`src/rtl/mem_access_unit.sv`:
```
// mem_access_unit: sequences execute-stage load/store requests onto a single-port data memory
// Ports:
//   sysclk, reset_n              clock, asynchronous active-low reset
//   req_valid/req_ready          request handshake from execute (ready only in IDLE)
//   req_write/addr/wdata/rd      request kind, byte address, store data, load destination
//   mem_addr/writeData/write     registered drive into dataMemory
//   mem_readData                 combinational read data from dataMemory
//   wb_valid/wb_ready            load result handshake toward writeback
//   wb_data/wb_rd                loaded value and its destination register
//   ld_count/st_count            saturating counts of completed loads / stores
module mem_access_unit #(
    parameter int ADDR_W = 8,
    parameter int DATA_W = 8,
    parameter int RD_W   = 3
) (
    input  logic              sysclk,
    input  logic              reset_n,
    input  logic              req_valid,
    output logic              req_ready,
    input  logic              req_write,
    input  logic [ADDR_W-1:0] req_addr,
    input  logic [DATA_W-1:0] req_wdata,
    input  logic [RD_W-1:0]   req_rd,
    output logic [ADDR_W-1:0] mem_addr,
    output logic [DATA_W-1:0] mem_writeData,
    output logic              mem_write,
    input  logic [DATA_W-1:0] mem_readData,
    output logic              wb_valid,
    input  logic              wb_ready,
    output logic [DATA_W-1:0] wb_data,
    output logic [RD_W-1:0]   wb_rd,
    output logic [7:0]        ld_count,
    output logic [7:0]        st_count
);
    typedef enum logic [2:0] {S_IDLE, S_LOAD, S_RESP, S_ST_SETUP, S_ST_WRITE, S_ST_HOLD} state_t;

    state_t            r_state, w_next;
    logic              r_mem_write;
    logic [ADDR_W-1:0] r_addr;
    logic [DATA_W-1:0] r_wdata, r_wb_data;
    logic [RD_W-1:0]   r_rd;
    logic [7:0]        r_ld_count, r_st_count;
    logic              w_accept;

    always_comb begin
        w_next    = r_state;
        req_ready = 1'b0;
        wb_valid  = 1'b0;
        case (r_state)
            S_IDLE: begin
                req_ready = 1'b1;
                if (req_valid) w_next = req_write ? S_ST_SETUP : S_LOAD;
            end
            S_LOAD:     w_next = S_RESP;
            S_RESP: begin
                wb_valid = 1'b1;
                if (wb_ready) w_next = S_IDLE;
            end
            S_ST_SETUP: w_next = S_ST_WRITE;
            S_ST_WRITE: w_next = S_ST_HOLD;
            S_ST_HOLD:  w_next = S_IDLE;
            default:    w_next = S_IDLE;
        endcase
    end

    assign w_accept = req_valid & req_ready;

    always_ff @(posedge sysclk or negedge reset_n) begin
        if (!reset_n) begin
            r_state     <= S_IDLE;
            r_mem_write <= 1'b0;
            r_addr      <= '0;
            r_wdata     <= '0;
            r_rd        <= '0;
            r_wb_data   <= '0;
            r_ld_count  <= '0;
            r_st_count  <= '0;
        end else begin
            r_state     <= w_next;
            // registered strobe: high for the single cycle spent in ST_WRITE
            r_mem_write <= (w_next == S_ST_WRITE);
            if (w_accept) begin
                r_addr  <= req_addr;
                r_wdata <= req_wdata;
                r_rd    <= req_rd;
            end
            if (r_state == S_LOAD) r_wb_data <= mem_readData;
            if (r_state == S_ST_WRITE && r_st_count != 8'hFF) r_st_count <= r_st_count + 8'd1;
            if (r_state == S_RESP && wb_ready && r_ld_count != 8'hFF) r_ld_count <= r_ld_count + 8'd1;
        end
    end

    assign mem_addr      = r_addr;
    assign mem_writeData = r_wdata;
    assign mem_write     = r_mem_write;
    assign wb_data       = r_wb_data;
    assign wb_rd         = r_rd;
    assign ld_count      = r_ld_count;
    assign st_count      = r_st_count;
endmodule

```
`config.mk`:
```
export PLATFORM = sky130hd
export DESIGN_NAME = mem_access_unit
export DESIGN_NICKNAME = d
export VERILOG_FILES = /design/src/rtl/mem_access_unit.sv
export SDC_FILE = /design/constraint.sdc
export NUM_CORES = 1
export LEC_CHECK = 0
export ABC_AREA = 1
export CAP_MARGIN = 20
export CORE_AREA = 2 2 71 73
export CTS_CLUSTER_DIAMETER = 100
export CTS_CLUSTER_SIZE = 14
export DETAILED_ROUTE_END_ITERATION = 10
export DIE_AREA = 0 0 73 75
export PLACE_DENSITY = 0.91
export REMOVE_ABC_BUFFERS = 1
export SETUP_SLACK_MARGIN = 0.5
export SLEW_MARGIN = 25
export SYNTH_ARGS = -nofsm -noshare
export SYNTH_HDL_FRONTEND = slang
export SYNTH_SLANG_ARGS = --single-unit
export TNS_END_PERCENT = 30
```
`constraint.sdc`:
```
create_clock -name sysclk -period 3.7 [get_ports sysclk]
set_input_delay 0.74 -clock sysclk [delete_from_list [all_inputs] [get_ports sysclk]]
set_output_delay 0.74 -clock sysclk [all_outputs]
set_load 0.1 [all_outputs]
```
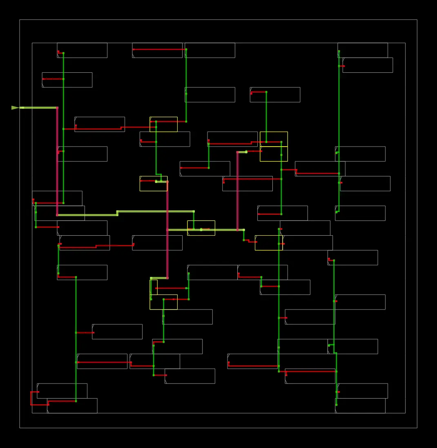
*Clock routing, run 1*
number of clock sinks seen by CTS: 47
clock latency at the later pin of the worst-skew pair: 290 ps
number of buffers created by CTS: 5
Worst Skew: 3.693 ps

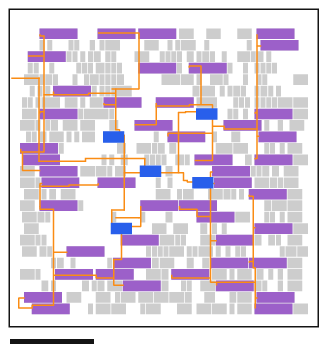
*Clock distribution, run 1*
Bar = 20 um.
[clock wires] orange | length: 545 um
[flip-flops] purple | count: 47
[clock-net drivers] blue | count: 5
routed clock nets: 6
flops lie: spread over the die

==> notes.md, run 1 <==
Synthesis and place-and-route results.

- The flow ran to the end, and the final reports show no timing, DRC or antenna violations.
- The uppermost signal routing layer after detailed routing is met4.
- In the routed design, unresolved DRC markers number 0.
- The pre-CTS setup slack is 1355 ps.
- Per the cell usage report, the commonest logic cell in the layout is sky130_fd_sc_hd__nand2_1.
- Setup repair after global routing left no endpoint under its margin.
- The data arrival time of the critical path is 1920 ps.
- After filler insertion, the fill cell instance count of the layout stands at around 400.
- The count of library flops with an enable pin is 0.
- The area recorded from the Yosys report for this design is 2171 um2.
- Of the available clock period, the critical path in the final layout requires 0.7195.
- Routing resource usage on met2 recorded by global route was 0.3273.
- The setup-violating endpoint count in the final report is 0.
- For reference, the mux area share after synthesis is 0.
- Before any placement, the netlist area is recorded as around 2200 um2.
- The count of hold buffers inserted by post-cts repair is 0.
- Per the layout area report, the combinational fraction of cell area is 0.2800.
- The cell type taking the most area is sequential cells.
- TritonCTS built the clock tree.
- Adding up every negative setup slack in the final design gives 0 ps.
- The report lists the number of cells resized after CTS as 0.
- The worst flop-to-flop path startpoint is r_state[1].
- The cell-mix breakdown from Yosys lists the compound-gate area share as 0.04092.
- The number of warnings reported in the stage logs is 25.
- The floorplan report lists the tap cell count as 54.
- The all-layer global routing usage is 0.1909.
- The worst-case reg-to-reg path depth is 7.
- The global route total overflow is 0.
- The critical path's top delay family is buffers and inverters.
- The start-to-end type of the worst setup path is reg -> out.
- The slew of the pin with the lowest slew margin is 1003 ps.
- The total buffers and inverters traversed by the critical path is 1.
- The synthesized netlist cell count is 270.
- For this run, the post-layout net count is 383.
- The antenna violation net count after detailed routing is 0.
- The routed design uses around 2300 um of met2 wire.
- Max-slew check failures listed in the final report amount to 0.
- Yosys printed 0 warnings.
- The number of non-clock buffers is ~80.
- The flip-flop and latch share of the layout cell area is 0.3815.
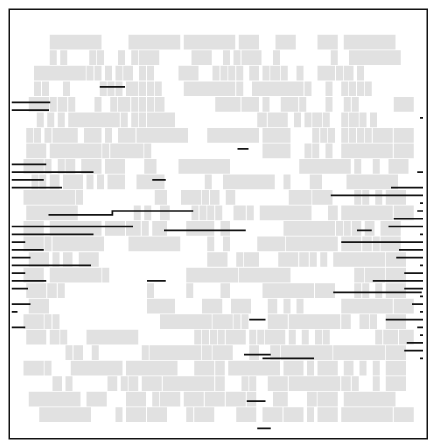
*Signal wires on met3, run 1*
main direction: horizontal
wire length on this layer: 296 um
nets with wire on the layer: 49
share of all routed wire: 6.2%
GR Layer Usage met3: 0.04953
routed vias: 1943
routed wire length: 4787 um

==> inputs of run 2 (changes only) <==
--- a/config.mk
+++ b/config.mk
@@ -7,12 +7,12 @@
 export LEC_CHECK = 0
 export ABC_AREA = 1
 export CAP_MARGIN = 20
-export CORE_AREA = 2 2 71 73
+export CORE_AREA = 2 2 77 79
 export CTS_CLUSTER_DIAMETER = 100
 export CTS_CLUSTER_SIZE = 14
 export DETAILED_ROUTE_END_ITERATION = 10
-export DIE_AREA = 0 0 73 75
-export PLACE_DENSITY = 0.91
+export DIE_AREA = 0 0 79 81
+export PLACE_DENSITY = 0.83
 export REMOVE_ABC_BUFFERS = 1
 export SETUP_SLACK_MARGIN = 0.5
 export SLEW_MARGIN = 25
==> constraint.sdc (replaced) <==
create_clock -name sysclk -period 2.4 [get_ports sysclk]
set_input_delay 0.48 -clock sysclk [delete_from_list [all_inputs] [get_ports sysclk]]
set_output_delay 0.48 -clock sysclk [all_outputs]
set_load 0.1 [all_outputs]
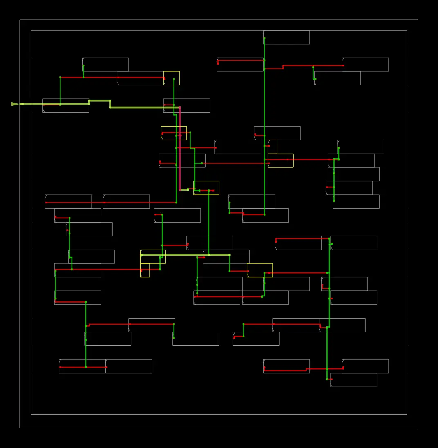
*Clock routing, run 2*
seq_cells: 47
number of clock buffer instances in the layout: 5
Worst Skew: 7.263 ps

==> notes.md, run 2 <==
Synthesis and place-and-route results.

- The count of hold buffers inserted by post-cts repair is 0 (unchanged).
- The most common logic cells in the final layout are sky130_fd_sc_hd__nand2_1 (119), sky130_fd_sc_hd__buf_4 (50), sky130_fd_sc_hd__dfrtp_1 (47).
- The area share of and-or/or-and cells after synthesis is 0.04092 (unchanged).
- The floorplan row count is 28.
- The flow ran to the end, and the final reports show no timing, DRC or antenna violations.
- The pre-CTS setup slack was 408.5 ps (-946.5 ps).
- The achievable clock frequency is between 500 and 600 MHz.
- The worst-case reg-to-reg path depth came to 7 (unchanged).
- The wire length per cell after detailed routing is roughly 11 um.
- The peak per-stage delay on the critical path is ~460 ps.
- The count of library flops with an enable pin is 0 (unchanged).
- During placement, the flow inserted port buffers numbering 77.
- The proportion of cell area occupied by multi-input gates is 0.2871 (+0.007101).
- The antenna violation net count after detailed routing came to 0 (unchanged).
- The routed design shows a via density per instance of between 4 and 5.
- By area the synthesized netlist is led by sky130_fd_sc_hd__dfrtp_1 (54%), sky130_fd_sc_hd__nand2_1 (21%), sky130_fd_sc_hd__nand3_1 (6.5%).
- Looking at the global route congestion table, the highest-usage layer is met2.
- The all-layer global routing usage was 0.1654 (-0.02542).
- The total CTS buffers came to 5 (unchanged).
- The cell type taking the most area is sequential cells.
- The placed instance area is 2917 um2.
- Note that the worst hold path type here is in -> async.
- The number of non-clock buffers is 82 (+3.8%).
- Summing all multi-input logic gate instances after layout gives 868.3 um2.
- The fraction of met2 tracks used by global routing is 0.3000 (-0.02733).
- Signal routing reaches up to met4.
- The end of the critical path is wb_valid.
- The post-CTS resize count is 1 (+1).
- At the end of routability-driven placement, the weighted congestion stood at 0.7588.
- The insertion delay to the later sink of the worst-skew pair is 290 ps (about the same).
- At the floorplan stage, the core utilization is reported as 0.3825.
- The slew of the pin with the lowest slew margin is 595.1 ps (-408.2 ps).
- The data arrival time of the critical path is 1340 ps (-580 ps).
- Walking the critical path from launch to capture passes 4 cell instances.
- The setup-violating endpoint count in the final report is 0 (unchanged).
- The flip-flop and latch share of the layout cell area is 0.3889 (+0.007419).
- Of the total synthesized cell area, the portion taken by XOR and XNOR cells is 0.02421.
- Per the synth stats, the proportion of register bits with asynchronous set or reset is 1.000.
- The synthesized netlist cell count was 270 (unchanged).
- The Yosys chip area is 2171 um2 (unchanged).
- The number of filler instances in the final layout was 562 (+39%).
- The total buffers and inverters traversed by the critical path is 3 (+2).
- The final timing summary puts the cycle share of the worst path at 0.7571.
- The remaining design rule violation count was 0 (unchanged).
- TritonCTS built the clock tree.
- The number of global-route vias before repair is 1908.
- The area fraction in mux cells came to 0 (unchanged).
- For reference, the most critical setup path is categorized as reg -> out.
- The summed instance area of the synthesized netlist is 2171 um2 (unchanged).
- The wire length reported by the detailed router was 4903 um (+2.4%).
- The critical path endpoint has a required time of 1920 ps.
- The chip occupies 6399 um2.
- The number of sinks on the clock net is 47 (unchanged).
- Broken down by cell family, the worst path's largest delay share belongs to flip-flops.
- In the final layout, flip-flops and latches occupy 1176 um2.
- The post-synthesis area per instance is slightly above 8 um2.
- The met3 global-route usage is 0.04778 (-0.001754).
- The total length of routed met2 wires came to 2445 um (+4.7%).
- The total tool warning count is 25 (unchanged).
- Counting only logic cells after layout, the most numerous master is sky130_fd_sc_hd__nand2_1.
- Max fanout on the critical path was recorded as 5.
- The count of warnings emitted by yosys is 0 (unchanged).
- The first global-routing pass estimated 8390 um of wire.
- The commonest register cell is sky130_fd_sc_hd__dfrtp_1.
- The total negative slack is 0 ps (unchanged).
- Setup repair after global routing left no endpoint under its margin.
- The number of tapcells was 75 (+39%).
- The total vias in the final route is 1964 (+1.1%).
- The final net count is 386 (+0.78%).
- For the worst reg-to-reg path, the startpoint reported by OpenROAD is r_state[1].
- The global route total overflow is 0 (unchanged).
- The count of pins over their slew limit is 0 (unchanged).
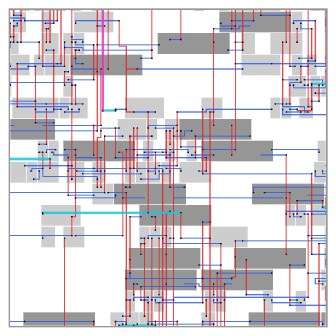
*A small window of the routed layout, run 2*
Window x 20 to 60, y 20 to 60 um. Cells in gray, sequential cells in the stronger gray; small squares are vias.
[M2] red
[M3] cyan
[M4] magenta
[M1] blue
most frequent: nand2_1 (22), dfrtp_1 (16), nand3_1 (8)
netlist names of flops here include: `mem_addr` (4), `mem_writeData` (3), `r_state` (3)
sequential cells in the window: 16
cells with their middle in the window: 84

==> inputs of run 3 (changes only) <==
==> constraint.sdc (replaced) <==
create_clock -name sysclk -period 1.5 [get_ports sysclk]
set_input_delay 0.3 -clock sysclk [delete_from_list [all_inputs] [get_ports sysclk]]
set_output_delay 0.3 -clock sysclk [all_outputs]
set_load 0.1 [all_outputs]
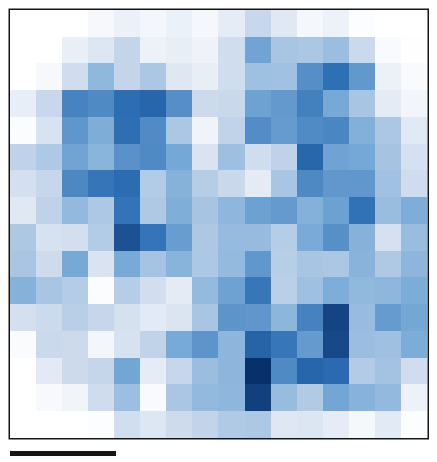
*Routed metal per tile, run 3*
Bar = 20 um. The die is cut into 16 by 16 equal tiles; white is low, dark blue is high, scaled to the fullest tile. Values are wire area over tile area, all layers added.
nearly empty tiles: 7.0%
fullest tile: 0.53
mean over tiles: 0.18
tiles over half the peak: 25%
emptiest ninth of the die: lower left
global-route total usage across every layer: 0.2180
routed vias: 2273
routed wire length: 7319 um
Routed wire per std cell: 16.12 um

==> notes.md, run 3 <==
Synthesis and place-and-route results.

- The die area is 6399 um2 (unchanged).
- The number of filler instances in the final layout is 339 (-40%).
- The global route total overflow was 0 (unchanged).
- The required time of the critical path is 1200 ps (-720 ps).
- The peak per-stage delay on the critical path is 410 ps (-50 ps).
- The mean number of vias per cell is 5.007 (+9.1%).
- The most congested layer reported by global routing is met2.
- The count of pins over their slew limit is 0 (unchanged).
- The worst-case setup margin in the final layout is -51.50 ps.
- The count of hold buffers inserted by post-cts repair was 1 (+1).
- The placed instance area was 3557 um2 (+22%).
- The fraction of met2 tracks used by global routing was 0.3907 (+0.09068).
- The final net count is 413 (+7.0%).
- The setup-violating endpoint count in the final report is 2 (+2).
- The largest fanout of any net on the critical path is 4 (-1).
- The total negative slack came to -65.69 ps (-65.69 ps).
- Setup repair after global routing could not meet its margin everywhere.
- The synthesized netlist cell count came to 270 (unchanged).
- The effective utilization at floorplan is 0.3825 (unchanged).
- The met3 global-route usage is 0.04444 (-0.003333).
- The number of sinks on the clock net was 47 (unchanged).
- The critical path's top delay family is flip-flops.
- The Yosys chip area is 2171 um2 (unchanged).
- The total stage count of the critical path came to 4 (unchanged).
- The antenna violation net count after detailed routing was 0 (unchanged).
- In the final design, more cell area goes to buffers than to any other class.
- The final worst clock skew was 7.376 ps (+0.1126 ps).
- The total CTS buffers is 5 (unchanged).
- The total buffers and inverters traversed by the critical path came to 2 (-1).
- The final reports fail on negative setup slack.
- The count of library flops with an enable pin was 0 (unchanged).
- The global-route wire length before repair is 10700 um (+27%).
- The count of warnings emitted by yosys is 0 (unchanged).
- The achievable clock frequency is about 640 MHz.
- The number of tapcells is 75 (unchanged).
- The last weighted congestion value of the routability-driven placer is 0.7776 (+2.5%).
- The clock buffer count is 6 (+1).
- The number of non-clock buffers came to 108 (+32%).
- The proportion of cell area occupied by multi-input gates is 0.2950 (+0.007865).
- The run finished, with violations left.
- The total tool warning count came to 27 (+8.0%).
- The post-CTS resize count is 88 (+87).
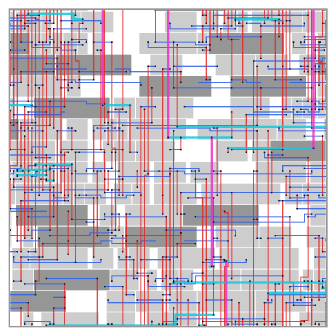
*A small window of the routed layout, run 3*
Window x 20 to 60, y 20 to 60 um. Cells in gray, sequential cells in the stronger gray; small squares are vias.
[M1] blue
[M2] red
[M4] magenta
[M3] cyan
netlist names of flops here include: `ld_count` (3), `mem_writeData` (3), `r_state` (2)
sequential cells in the window: 13
most frequent: nand2_1 (15), nand2_2 (9), buf_12 (8)
cells with their middle in the window: 117

